## src/rtl/ex_pkg.sv

```systemverilog
// rtl/ex_pkg.sv - shared encodings for the execute-stage ALU sequencer
package ex_pkg;

    localparam logic [2:0] OP_ADD = 3'd0;
    localparam logic [2:0] OP_SUB = 3'd1;
    localparam logic [2:0] OP_AND = 3'd2;
    localparam logic [2:0] OP_XOR = 3'd3;
    localparam logic [2:0] OP_MUL = 3'd4;

    localparam logic [2:0] CF_ALWAYS = 3'd0;
    localparam logic [2:0] CF_LE     = 3'd1;
    localparam logic [2:0] CF_L      = 3'd2;
    localparam logic [2:0] CF_E      = 3'd3;
    localparam logic [2:0] CF_NE     = 3'd4;
    localparam logic [2:0] CF_GE     = 3'd5;
    localparam logic [2:0] CF_G      = 3'd6;
    localparam logic [2:0] CF_NEVER  = 3'd7;

    typedef enum logic [1:0] {
        ST_IDLE = 2'd0,
        ST_ALU  = 2'd1,
        ST_MUL  = 2'd2,
        ST_FIN  = 2'd3
    } state_t;

    localparam int CC_ZF = 0;
    localparam int CC_SF = 1;
    localparam int CC_OF = 2;

    localparam logic [2:0] CC_RESET = 3'b001;

    // Encodings above MUL have no datapath behind them.
    function automatic logic op_is_legal(input logic [2:0] op);
        return (op <= OP_MUL);
    endfunction

endpackage

```

## src/rtl/alu_core_64.sv

```systemverilog
// rtl/alu_core_64.sv - combinational add/sub/and/xor core with {OF,SF,ZF}
module alu_core_64
    import ex_pkg::*;
#(
    parameter int W = 64
) (
    input  logic [W-1:0] i_a,
    input  logic [W-1:0] i_b,
    input  logic [2:0]   i_op,
    output logic [W-1:0] o_y,
    output logic [2:0]   o_flags
);

    logic         w_sub;
    logic [W-1:0] w_b_eff;
    logic [W-1:0] w_sum;

    // SUB reuses the adder as a + ~b + 1; overflow test then reads the same for both.
    assign w_sub   = (i_op == OP_SUB);
    assign w_b_eff = w_sub ? ~i_b : i_b;
    assign w_sum   = i_a + w_b_eff + W'(w_sub);

    // Result select and flag generation; MUL and illegal codes give zero.
    always_comb begin
        o_y     = '0;
        o_flags = '0;
        case (i_op)
            OP_ADD, OP_SUB: begin
                o_y            = w_sum;
                o_flags[CC_OF] = (i_a[W-1] == w_b_eff[W-1]) && (w_sum[W-1] != i_a[W-1]);
            end
            OP_AND:  o_y = i_a & i_b;
            OP_XOR:  o_y = i_a ^ i_b;
            default: o_y = '0;
        endcase
        o_flags[CC_SF] = o_y[W-1];
        o_flags[CC_ZF] = (o_y == '0);
    end

endmodule

```

## src/rtl/ex_alu_sequencer.sv

```systemverilog
// rtl/ex_alu_sequencer.sv - multi-cycle execute controller with shift-add multiply and CC
module ex_alu_sequencer
    import ex_pkg::*;
#(
    parameter int W         = 64,
    parameter int MUL_STEPS = W
) (
    input  logic         clk,
    input  logic         rst,
    input  logic         start,
    input  logic [2:0]   op,
    input  logic [W-1:0] a,
    input  logic [W-1:0] b,
    input  logic         set_cc,
    input  logic [2:0]   cond_fn,
    output logic         busy,
    output logic         done,
    output logic [W-1:0] result,
    output logic [2:0]   cc,
    output logic         cnd,
    output logic         err
);

    localparam int CW = $clog2(MUL_STEPS + 1);

    state_t       r_state;
    state_t       w_state_next;

    logic [W-1:0] r_a;
    logic [W-1:0] r_b;
    logic [2:0]   r_op;
    logic         r_set_cc;
    logic [W-1:0] r_acc;
    logic [W-1:0] r_mcand;
    logic [W-1:0] r_mplier;
    logic [CW-1:0] r_cnt;
    logic [W-1:0] r_result;
    logic [2:0]   r_cc;

    logic         w_in_mul;
    logic [W-1:0] w_alu_a;
    logic [W-1:0] w_alu_b;
    logic [2:0]   w_alu_op;
    logic [W-1:0] w_alu_y;
    logic [2:0]   w_alu_flags;
    logic         w_mul_last;
    logic [W-1:0] w_acc_next;
    logic [2:0]   w_mul_flags;
    logic         w_lt;

    // During MUL the shared adder accumulates acc + multiplicand.
    assign w_in_mul = (r_state == ST_MUL);
    assign w_alu_a  = w_in_mul ? r_acc   : r_a;
    assign w_alu_b  = w_in_mul ? r_mcand : r_b;
    assign w_alu_op = w_in_mul ? OP_ADD  : r_op;

    alu_core_64 #(.W(W)) u_alu (
        .i_a     (w_alu_a),
        .i_b     (w_alu_b),
        .i_op    (w_alu_op),
        .o_y     (w_alu_y),
        .o_flags (w_alu_flags)
    );

    assign w_mul_last  = (r_cnt == CW'(MUL_STEPS - 1));
    assign w_acc_next  = r_mplier[0] ? w_alu_y : r_acc;
    assign w_mul_flags = {1'b0, w_acc_next[W-1], (w_acc_next == '0)};

    // State register.
    always_ff @(posedge clk or posedge rst) begin
        if (rst) begin
            r_state <= ST_IDLE;
        end else begin
            r_state <= w_state_next;
        end
    end

    // Next-state and handshake outputs.
    always_comb begin
        w_state_next = r_state;
        busy         = 1'b0;
        done         = 1'b0;
        err          = 1'b0;
        case (r_state)
            ST_IDLE: begin
                if (start) begin
                    w_state_next = (op == OP_MUL) ? ST_MUL : ST_ALU;
                end
            end
            ST_ALU: begin
                busy         = 1'b1;
                w_state_next = ST_FIN;
            end
            ST_MUL: begin
                busy = 1'b1;
                if (w_mul_last) begin
                    w_state_next = ST_FIN;
                end
            end
            ST_FIN: begin
                done         = 1'b1;
                err          = !op_is_legal(r_op);
                w_state_next = ST_IDLE;
            end
        endcase
    end

    // Operand latch, multiply iteration, result and condition-code writes.
    always_ff @(posedge clk or posedge rst) begin
        if (rst) begin
            r_a      <= '0;
            r_b      <= '0;
            r_op     <= OP_ADD;
            r_set_cc <= 1'b0;
            r_acc    <= '0;
            r_mcand  <= '0;
            r_mplier <= '0;
            r_cnt    <= '0;
            r_result <= '0;
            r_cc     <= CC_RESET;
        end else begin
            case (r_state)
                ST_IDLE: begin
                    if (start) begin
                        r_a      <= a;
                        r_b      <= b;
                        r_op     <= op;
                        r_set_cc <= set_cc;
                        r_acc    <= '0;
                        r_mcand  <= a;
                        r_mplier <= b;
                        r_cnt    <= '0;
                    end
                end
                ST_ALU: begin
                    r_result <= w_alu_y;
                    if (r_set_cc && op_is_legal(r_op)) begin
                        r_cc <= w_alu_flags;
                    end
                end
                ST_MUL: begin
                    r_acc    <= w_acc_next;
                    r_mcand  <= r_mcand << 1;
                    r_mplier <= r_mplier >> 1;
                    r_cnt    <= r_cnt + 1'b1;
                    if (w_mul_last) begin
                        r_result <= w_acc_next;
                        if (r_set_cc) begin
                            r_cc <= w_mul_flags;
                        end
                    end
                end
                default: ;
            endcase
        end
    end

    assign w_lt = r_cc[CC_SF] ^ r_cc[CC_OF];

    // Branch/cmov condition from the live CC register.
    always_comb begin
        cnd = 1'b0;
        case (cond_fn)
            CF_ALWAYS: cnd = 1'b1;
            CF_LE:     cnd = w_lt | r_cc[CC_ZF];
            CF_L:      cnd = w_lt;
            CF_E:      cnd = r_cc[CC_ZF];
            CF_NE:     cnd = ~r_cc[CC_ZF];
            CF_GE:     cnd = ~w_lt;
            CF_G:      cnd = ~w_lt & ~r_cc[CC_ZF];
            CF_NEVER:  cnd = 1'b0;
        endcase
    end

    assign result = r_result;
    assign cc     = r_cc;

endmodule

```

## config.mk

```make
export PLATFORM = sky130hd
export DESIGN_NAME = ex_alu_sequencer
export DESIGN_NICKNAME = d
export VERILOG_FILES = /design/src/rtl/ex_pkg.sv /design/src/rtl/alu_core_64.sv /design/src/rtl/ex_alu_sequencer.sv
export SDC_FILE = /design/constraint.sdc
export NUM_CORES = 1
export LEC_CHECK = 0
export ABC_CLOCK_PERIOD_IN_PS = 20100
export CAP_MARGIN = 40
export CORE_UTILIZATION = 61
export CTS_BUF_LIST = sky130_fd_sc_hd__clkbuf_2
export DETAILED_ROUTE_END_ITERATION = 8
export PLACE_DENSITY = 0.83
export REMOVE_ABC_BUFFERS = 1
export SLEW_MARGIN = 5
export SYNTH_ARGS = -nofsm -noshare
export SYNTH_HDL_FRONTEND = slang
export SYNTH_SLANG_ARGS = --single-unit
```

## constraint.sdc

```tcl
create_clock -name clk -period 20.1 [get_ports clk]
set_input_delay 4.02 -clock clk [delete_from_list [all_inputs] [get_ports clk]]
set_output_delay 4.02 -clock clk [all_outputs]
set_load 0.02 [all_outputs]
```

Port wiring:
Bar = 50 um.
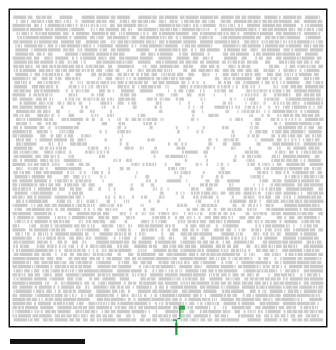
green -> rst  # direction input, end cells 1, buffers 1, wire 14.7 um

==> impl_metrics.xml <==
<?xml version="1.0" encoding="UTF-8"?>
<metrics>
  <group name="run_status">
    <metric name="outcome" unit="">completed</metric>
  </group>
  <group name="synth">
    <metric name="main_area_contributors" unit="">sky130_fd_sc_hd__dfrtp_1 38%, sky130_fd_sc_hd__mux2_2 12%, sky130_fd_sc_hd__mux2i_1 6.5%</metric>
    <metric name="synth.top_cells.by_count" unit="">399 x sky130_fd_sc_hd__dfrtp_1, 278 x sky130_fd_sc_hd__mux2_2, 275 x sky130_fd_sc_hd__nor2_1, 262 x sky130_fd_sc_hd__nand2_1, 211 x sky130_fd_sc_hd__o21ai_0</metric>
    <metric name="synthAdderAreaFrac" unit="">0.0632</metric>
    <metric name="synth.avg_cell_area" unit="sq um">9.33</metric>
    <metric name="async_reset_ff_frac" unit="">1.00</metric>
    <metric name="synthDominantAreaCellType" unit="">sky130_fd_sc_hd__dfrtp_1</metric>
    <metric name="ys.flop_type" unit="">sky130_fd_sc_hd__dfrtp_1</metric>
    <metric name="ys_seq_elements" unit="">400</metric>
  </group>
  <group name="power_and_ir_drop">
    <metric name="clock_net_power" unit="mW">0.573</metric>
    <metric name="power_per_cell_area" unit="nW/um^2">47.7</metric>
    <metric name="power.total" unit="mW">1.43</metric>
    <metric name="vdd.ir_drop.worst" unit="mV">0.0732</metric>
    <metric name="total_switching_power" unit="mW">0.377</metric>
  </group>
  <group name="worst_setup_path">
    <metric name="critical-path-slowest-cell" unit="">sky130_fd_sc_hd__clkdlybuf4s50_1</metric>
    <metric name="timing.critical_path.depth" unit="">5</metric>
    <metric name="critical_path_peak_fanout" unit="">5</metric>
    <metric name="required" unit="ns">16.08</metric>
  </group>
  <group name="clock_network">
    <metric name="cts-htree-levels" unit="">3</metric>
    <metric name="cts.repair_timing.setup_buffer_count" unit="">0</metric>
    <metric name="clock_path_buffers" unit="">3</metric>
    <metric name="cts-hold-fix-buffers" unit="">0</metric>
  </group>
  <group name="route">
    <metric name="via_count" unit="">24031</metric>
    <metric name="wl_per_cell" unit="um">24.6</metric>
    <metric name="routed.top_layer" unit="">met5</metric>
    <metric name="wl_met3" unit="mm">6.67</metric>
  </group>
  <group name="global_route">
    <metric name="grt.overflow.total" unit="">0</metric>
    <metric name="first_global_vias" unit="">24069</metric>
    <metric name="use_met1" unit="">0.499</metric>
    <metric name="grt_antenna_before_repair" unit="">4</metric>
  </group>
  <group name="worst_hold_path">
    <metric name="hold_path_end" unit="">r_mplier[11]</metric>
  </group>
  <group name="die">
    <metric name="tapcell.inserted" unit="">577</metric>
  </group>
  <group name="finish">
    <metric name="stdcell_count" unit="">3647</metric>
  </group>
  <group name="place">
    <metric name="detailedPlacementHpwl" unit="mm">65.5</metric>
  </group>
  <group name="timing">
    <metric name="setup_ws" unit="ns">10.31</metric>
  </group>
  <group name="flow_run">
    <metric name="max_cap_viol_count" unit="">0</metric>
  </group>
</metrics>
Signal metal coverage by tile:
21 x 21 tiles, from white (low) to dark blue (high), scaled to the fullest tile. Values are wire area over tile area, all layers added.
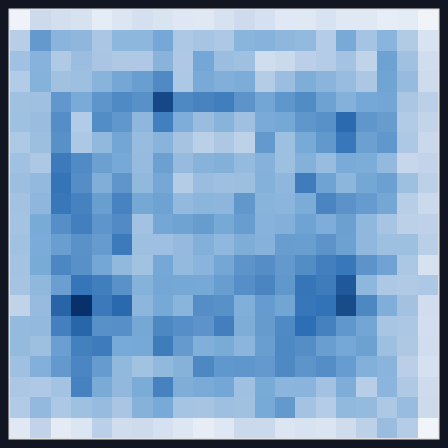
mean over tiles = 0.34
fullest tile = 0.76
tiles over half the peak = 38%
densest ninth of the die = left middle

